$ cat src/rtl/mod_pkg.sv
// -----------------------------------------------------------------------------
// mod_pkg
// Shared types and constants for the modulo arbiter slice.
//   state_t     : arbiter FSM encoding (IDLE / RUN / DONE)
//   WIDTH_DEF   : default operand/result width
//   NUM_REQ_DEF : default requester count
//   CNT_W/IDX_W : counter and index widths for the default configuration
//   clog2_min1  : $clog2 clamped to at least 1 bit, for parameterized widths
// -----------------------------------------------------------------------------
package mod_pkg;

    typedef enum logic [1:0] {
        IDLE = 2'd0,
        RUN  = 2'd1,
        DONE = 2'd2
    } state_t;

    localparam int WIDTH_DEF   = 32;
    localparam int NUM_REQ_DEF = 4;
    localparam int CNT_W       = $clog2(WIDTH_DEF);
    localparam int IDX_W       = $clog2(NUM_REQ_DEF);

    function automatic int clog2_min1(input int v);
        return (v > 1) ? $clog2(v) : 1;
    endfunction

endpackage

$ cat src/rtl/mod_arbiter_if.sv
// -----------------------------------------------------------------------------
// mod_arbiter_if
// Request/response bus between the clients and the modulo arbiter.
//   req      : per-requester request level
//   a_in     : dividends, requester i at [i*WIDTH +: WIDTH]
//   b_in     : divisors, same packing
//   ack      : one-hot pulse, operands of that requester accepted
//   done     : one-hot pulse, result valid for that requester
//   result   : a mod b of the last completed operation
//   div_zero : qualifies result at done, set when b was 0
//   busy     : high from acceptance until the cycle after done
// Modports: master = client side, slave = arbiter side.
// -----------------------------------------------------------------------------
interface mod_arbiter_if #(
    parameter int NUM_REQ = 4,
    parameter int WIDTH   = 32
);
    logic [NUM_REQ-1:0]       req;
    logic [NUM_REQ*WIDTH-1:0] a_in;
    logic [NUM_REQ*WIDTH-1:0] b_in;
    logic [NUM_REQ-1:0]       ack;
    logic [NUM_REQ-1:0]       done;
    logic [WIDTH-1:0]         result;
    logic                     div_zero;
    logic                     busy;

    modport master (
        output req, a_in, b_in,
        input  ack, done, result, div_zero, busy
    );

    modport slave (
        input  req, a_in, b_in,
        output ack, done, result, div_zero, busy
    );
endinterface

$ cat src/rtl/mod_engine.sv
// -----------------------------------------------------------------------------
// mod_engine
// Iterative shift-subtract remainder unit, one dividend bit per cycle, MSB
// first, WIDTH iterations per operation.
//   clk, rst_n : clock, async active-low reset
//   start      : load a/b, clear remainder, begin iterating
//   a, b       : dividend / divisor (b must be non-zero)
//   rem_out    : remainder after the current iteration (combinational)
//   fin        : high during the final iteration; rem_out is the answer
// -----------------------------------------------------------------------------
module mod_engine
    import mod_pkg::*;
#(
    parameter int WIDTH = WIDTH_DEF
) (
    input  logic             clk,
    input  logic             rst_n,
    input  logic             start,
    input  logic [WIDTH-1:0] a,
    input  logic [WIDTH-1:0] b,
    output logic [WIDTH-1:0] rem_out,
    output logic             fin
);
    localparam int CW = clog2_min1(WIDTH);

    logic [WIDTH-1:0] a_q;
    logic [WIDTH-1:0] b_q;
    logic [WIDTH-1:0] rem;
    logic [CW-1:0]    cnt;
    logic             running;
    logic [WIDTH:0]   trial;
    logic [WIDTH:0]   diff;

    // rem < b always holds, so the shifted trial value fits in WIDTH+1 bits
    // and the reduced result fits back into WIDTH bits.
    always_comb begin
        trial   = {rem, a_q[cnt]};
        diff    = trial - {1'b0, b_q};
        rem_out = (trial >= {1'b0, b_q}) ? diff[WIDTH-1:0] : trial[WIDTH-1:0];
        fin     = running && (cnt == '0);
    end

    always_ff @(posedge clk or negedge rst_n) begin
        if (!rst_n) begin
            a_q     <= '0;
            b_q     <= '0;
            rem     <= '0;
            cnt     <= '0;
            running <= 1'b0;
        end else if (start) begin
            a_q     <= a;
            b_q     <= b;
            rem     <= '0;
            cnt     <= CW'(WIDTH - 1);
            running <= 1'b1;
        end else if (running) begin
            rem <= rem_out;
            cnt <= cnt - 1'b1;
            if (cnt == '0)
                running <= 1'b0;
        end
    end
endmodule

$ cat src/rtl/mod_arbiter.sv
// -----------------------------------------------------------------------------
// mod_arbiter
// Round-robin front end for a single shared modulo engine.
//   clk   : system clock, rising edge
//   reset : async active-low reset, aborts any operation in flight
//   bus   : mod_arbiter_if.slave (req/a_in/b_in in, ack/done/result/
//           div_zero/busy out)
// A winner is picked in IDLE searching upward from the pointer; its operands
// go to mod_engine, and the remainder comes back with a one-cycle done pulse.
// b==0 completes immediately with result=a, div_zero=1.
// Optional build macro MOD_FAST_PATH_EN: a<=b also completes immediately
// (a<b gives a, a==b gives 0); without it latency is always WIDTH+1.
// -----------------------------------------------------------------------------
module mod_arbiter
    import mod_pkg::*;
#(
    parameter int NUM_REQ = NUM_REQ_DEF,
    parameter int WIDTH   = WIDTH_DEF
) (
    input  logic         clk,
    input  logic         reset,
    mod_arbiter_if.slave bus
);
    localparam int IW = clog2_min1(NUM_REQ);

    state_t             state, state_nxt;
    logic [IW-1:0]      ptr;
    logic [IW-1:0]      idx;
    logic [IW-1:0]      win;
    logic [IW-1:0]      j;
    logic               any_req;
    logic [WIDTH-1:0]   a_sel, b_sel;
    logic               take_dz, take_fast, accept;
    logic [NUM_REQ-1:0] ack_q;
    logic [NUM_REQ-1:0] done_c;
    logic               busy_c;
    logic [WIDTH-1:0]   result_q;
    logic               dz_q;
    logic               eng_start, eng_fin;
    logic [WIDTH-1:0]   eng_rem;

    // Round-robin pick: first set request at or above the pointer, wrapping.
    always_comb begin
        win     = '0;
        any_req = 1'b0;
        j       = '0;
        for (int k = 0; k < NUM_REQ; k++) begin
            j = IW'((int'(ptr) + k) % NUM_REQ);
            if (!any_req && bus.req[j]) begin
                any_req = 1'b1;
                win     = j;
            end
        end
        a_sel = bus.a_in[int'(win)*WIDTH +: WIDTH];
        b_sel = bus.b_in[int'(win)*WIDTH +: WIDTH];
    end

    assign take_dz = (b_sel == '0);
`ifdef MOD_FAST_PATH_EN
    assign take_fast = (a_sel <= b_sel);
`else
    assign take_fast = 1'b0;
`endif
    assign accept    = (state == IDLE) && any_req;
    assign eng_start = accept && !take_dz && !take_fast;

    mod_engine #(.WIDTH(WIDTH)) u_engine (
        .clk     (clk),
        .rst_n   (reset),
        .start   (eng_start),
        .a       (a_sel),
        .b       (b_sel),
        .rem_out (eng_rem),
        .fin     (eng_fin)
    );

    // FSM: state register
    always_ff @(posedge clk or negedge reset) begin
        if (!reset) state <= IDLE;
        else        state <= state_nxt;
    end

    // FSM: next state
    always_comb begin
        state_nxt = state;
        case (state)
            IDLE: if (any_req) state_nxt = (take_dz || take_fast) ? DONE : RUN;
            RUN:  if (eng_fin) state_nxt = DONE;
            DONE: state_nxt = IDLE;
            default: state_nxt = IDLE;
        endcase
    end

    // FSM: outputs
    always_comb begin
        done_c = '0;
        busy_c = (state != IDLE);
        if (state == DONE)
            done_c = NUM_REQ'(1) << idx;
    end

    // Datapath: winner index, pointer, ack pulse, held result.
    // result_q is loaded on the edge entering DONE so it is valid with done
    // and stays put until the next completion.
    always_ff @(posedge clk or negedge reset) begin
        if (!reset) begin
            ptr      <= '0;
            idx      <= '0;
            ack_q    <= '0;
            result_q <= '0;
            dz_q     <= 1'b0;
        end else begin
            ack_q <= '0;
            if (accept) begin
                idx   <= win;
                ack_q <= NUM_REQ'(1) << win;
                if (take_dz) begin
                    result_q <= a_sel;
                    dz_q     <= 1'b1;
                end else if (take_fast) begin
                    result_q <= (a_sel == b_sel) ? '0 : a_sel;
                    dz_q     <= 1'b0;
                end
            end
            if (state == RUN && eng_fin) begin
                result_q <= eng_rem;
                dz_q     <= 1'b0;
            end
            if (state == DONE)
                ptr <= IW'((int'(idx) + 1) % NUM_REQ);
        end
    end

    assign bus.ack      = ack_q;
    assign bus.done     = done_c;
    assign bus.busy     = busy_c;
    assign bus.result   = result_q;
    assign bus.div_zero = dz_q;
endmodule

$ cat src/flat_wrapper.sv
// flat-port wrapper written by rule: the top's interface ports become plain ports
module mod_arbiter_flat import mod_pkg::*;
#(
    parameter int NUM_REQ = NUM_REQ_DEF,
    parameter int WIDTH   = WIDTH_DEF
)
  (clk, reset, bus_req, bus_a_in, bus_b_in, bus_ack, bus_done, bus_result, bus_div_zero, bus_busy);
  mod_arbiter_if #(.NUM_REQ(NUM_REQ), .WIDTH(WIDTH)) bus_i ();
  input  logic clk;
  input  logic reset;
  input wire logic [$bits(bus_i.req)-1:0] bus_req;
  input wire logic [$bits(bus_i.a_in)-1:0] bus_a_in;
  input wire logic [$bits(bus_i.b_in)-1:0] bus_b_in;
  output wire logic [$bits(bus_i.ack)-1:0] bus_ack;
  output wire logic [$bits(bus_i.done)-1:0] bus_done;
  output wire logic [$bits(bus_i.result)-1:0] bus_result;
  output wire logic [$bits(bus_i.div_zero)-1:0] bus_div_zero;
  output wire logic [$bits(bus_i.busy)-1:0] bus_busy;
  assign bus_i.req = bus_req;
  assign bus_i.a_in = bus_a_in;
  assign bus_i.b_in = bus_b_in;
  assign bus_ack = bus_i.ack;
  assign bus_done = bus_i.done;
  assign bus_result = bus_i.result;
  assign bus_div_zero = bus_i.div_zero;
  assign bus_busy = bus_i.busy;
  mod_arbiter #(.NUM_REQ(NUM_REQ), .WIDTH(WIDTH)) u_core (.clk(clk), .reset(reset), .bus(bus_i));
endmodule
$ cat config.mk
export PLATFORM = sky130hd
export DESIGN_NAME = mod_arbiter_flat
export DESIGN_NICKNAME = d
export VERILOG_FILES = /design/src/rtl/mod_pkg.sv /design/src/rtl/mod_arbiter_if.sv /design/src/rtl/mod_engine.sv /design/src/rtl/mod_arbiter.sv /design/src/flat_wrapper.sv
export SDC_FILE = /design/constraint.sdc
export NUM_CORES = 1
export LEC_CHECK = 0
export ABC_AREA = 1
export CAP_MARGIN = 10
export CORE_ASPECT_RATIO = 1.4
export CORE_MARGIN = 1
export CORE_UTILIZATION = 55
export CTS_BUF_LIST = sky130_fd_sc_hd__clkbuf_4
export CTS_CLUSTER_SIZE = 25
export DETAILED_ROUTE_END_ITERATION = 10
export PLACE_DENSITY = 0.89
export SYNTH_ARGS = -nofsm -noshare
export SYNTH_HDL_FRONTEND = slang
export SYNTH_SLANG_ARGS = --single-unit
export TNS_END_PERCENT = 100
$ cat constraint.sdc
create_clock -name clk -period 9.8 [get_ports clk]
set_clock_uncertainty 0.05 [all_clocks]
set_input_delay 1.96 -clock clk [delete_from_list [all_inputs] [get_ports clk]]
set_output_delay 1.96 -clock clk [all_outputs]
set_load 0.1 [all_outputs]
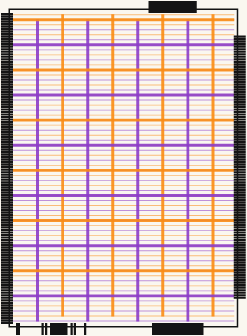
Run 1: floorplan with the power grid
Pins as bars on the die edge.
Orange stands for VDD. Purple stands for VSS.
62 met1 rails follow the rows. 304 signal pins sit on the boundary. 8 straps on met4.

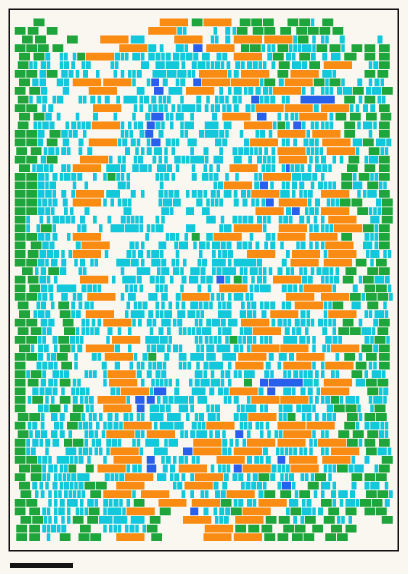
Run 1: cells coloured by class
Bar = 20 um.
Green stands for remaining buffers and delay cells, cells 317. Orange stands for sequential cells, cells 145. Blue stands for clock drivers and dummy loads, cells 32. Cyan stands for combinational and other logic, cells 1483.

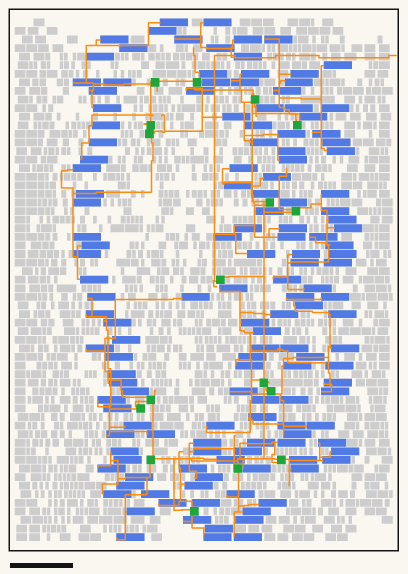
Run 1: clock wires, drivers and flops
Bar = 20 um.
Orange stands for clock wires, length 1840 um. Green stands for clock drivers, count 17. Blue stands for flip-flops, count 145.
There are 18 routed clock nets.

==> flow_summary_export.csv, run 1 <==
group,metric,value,unit
run_status,status,"completed",
pwr,leakagePower,6.86,nW
floorplan,fp.coreArea,19900,sq um
logic_synthesis,top_cells_by_area,"dfrtp_1 32%, nand2_1 21%, nand3_1 8.5%",
logic_synthesis,async_flop_share,100,%
layout,final_cells,2230,
critical_path,reg2reg_depth,22,
layout,drive_gt1_share,3.24,%
floorplan,pin_count,304,
layout,logic_area,6660,sq um
critical_path,crit_family,"simple AND/OR/NAND/NOR gates",
final_timing,holdWs,0.448,ns
layout,synthToLayoutAreaGrowth,29.0,%
drt,drt_pass1_iterations,9,
logic_synthesis,ys_ff,145,
logic_synthesis,yosys-stat-area,11200,sq um
pwr,ir_worst_vdd,232,uV
cts,post-cts-setup-buffer-count,0,
final_timing,hold_viol,0,
grt,grt_pass1_wl,57700,um
placed_design,dp_cells,2197,
drt,wl_met1,13900,um
final_timing,fin_setup_tns,0,ns
critical_path,r2r_start,"u_core.ptr[0]",
cts,worstSkewPairLatency,0.58,ns
pwr,total_power,5.48,mW
critical_path,cp_slowest_cell,"inv_2",
critical_path,path_buffers,6,
worst_hold_path,min_path_type,"flop to flop",
critical_path,r2r_slack,3.59,ns
layout,fillCellCount,1693,
drt,wl_met2,18100,um
cts,cts_hold_buf,0,
critical_path,crit_path_frequent_cell,"nand2_1",
drt,wirelength,37200,um
critical_path,critPathLaunch,"bus_req[3]",
drt,num_vias,12900,
final_timing,drv_slew,0,
logic_synthesis,synthCells,1732,
cts,cts_tree,"built",
floorplan,chipArea,21000,sq um
layout,layout.cells.most_common,"nand2_1",
floorplan,row_count,61,
grt,antenna_found_initial,1,
==> run 1: final cells by class <==
cell class / count / area share, %
clock buffers: 17 / 0.880
clock inverters: 15 / 1.18
repair buffers: 317 / 21.6
flip-flops and latches: 145 / 25.0
diodes: 1 / 0.0172
multi-input cells: 1359 / 45.9
well taps: 252 / 2.17
inverters: 124 / 3.21
==> run 1: where the power goes <==
group	switching (mW)	leakage [nW]	internal [mW]
clock	0.252	0.155	0.159
sequential	0.204	1.67	0.871
combinational	2.62	5.03	1.37
total	3.08	6.86	2.40
==> run 2, diff against run 1 <==
Settings changed: CORE_UTILIZATION 55 to 51, PLACE_DENSITY 0.89 to 0.84.
Clock period 9.8 ns to 6.9 ns, I/O delays scaled along.
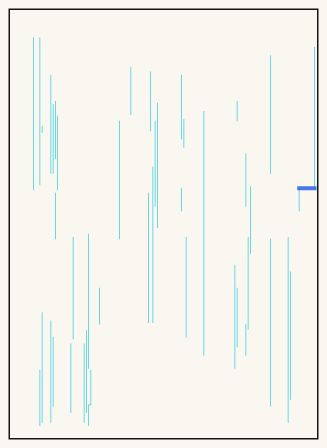
Run 2: signal wires by layer
Two of the layers only.
Blue stands for metal 5, wire length 6.40 um. Cyan stands for metal 4, wire length 1620 um.

==> run 2 against run 1 <==
Compared with the run above:
- non-clock buffer count increased by 6
- routed wire length is 3.7% higher
- sequential cell count unchanged
- largest cell class unchanged
- highest routed layer is now met5
==> flow_summary_export.csv, run 2 <==
group,metric,value,unit
run_status,status,"completed",
drt,num_vias,12900,
drt,drt_pass1_iterations,6,
cts,post-cts-setup-buffer-count,0,
critical_path,r2r_slack,1.71,ns
pwr,total_power,7.92,mW
pwr,leakagePower,6.90,nW
layout,drive_gt1_share,3.58,%
cts,worstSkewPairLatency,0.58,ns
logic_synthesis,top_cells_by_area,"dfrtp_1 32%, nand2_1 21%, nand3_1 8.5%",
critical_path,crit_path_frequent_cell,"nand2_1",
drt,wl_met2,19300,um
placed_design,dp_cells,2243,
floorplan,pin_count,304,
grt,grt_pass1_wl,60300,um
final_timing,holdWs,0.445,ns
layout,fillCellCount,1941,
cts,cts_tree,"built",
critical_path,path_buffers,3,
critical_path,r2r_start,"u_core.u_engine.cnt[0]",
-- run 2: cell counts after synthesis --
Identical to the previous run, type by type.
-- run 2: cell type report --
class / count / share of cell area [%]
Clock buffer: 18 / 0.923
Sequential cell: 145 / 24.8
Antenna cell: 1 / 0.0171
Tap cell: 292 / 2.50
Inverter: 124 / 3.18
Multi-Input combinational cell: 1359 / 45.5
Clock inverter: 14 / 1.39
Timing Repair Buffer: 323 / 21.7
-- run 2: power by group --
group / total [mW] / internal (mW) / switching, mW
clock: 0.647 / 0.297 / 0.350
sequential: 1.53 / 1.24 / 0.297
combinational: 5.74 / 1.96 / 3.79
total: 7.92 / 3.49 / 4.43
-- run 2: tightest hold or removal path, delay by kind of cell (launching register included) --
kind	cells	cell delay, ns
flip-flops	1	0.37
AND/OR/NAND/NOR	2	0.10
Power is estimated from default activity; no workload was simulated.
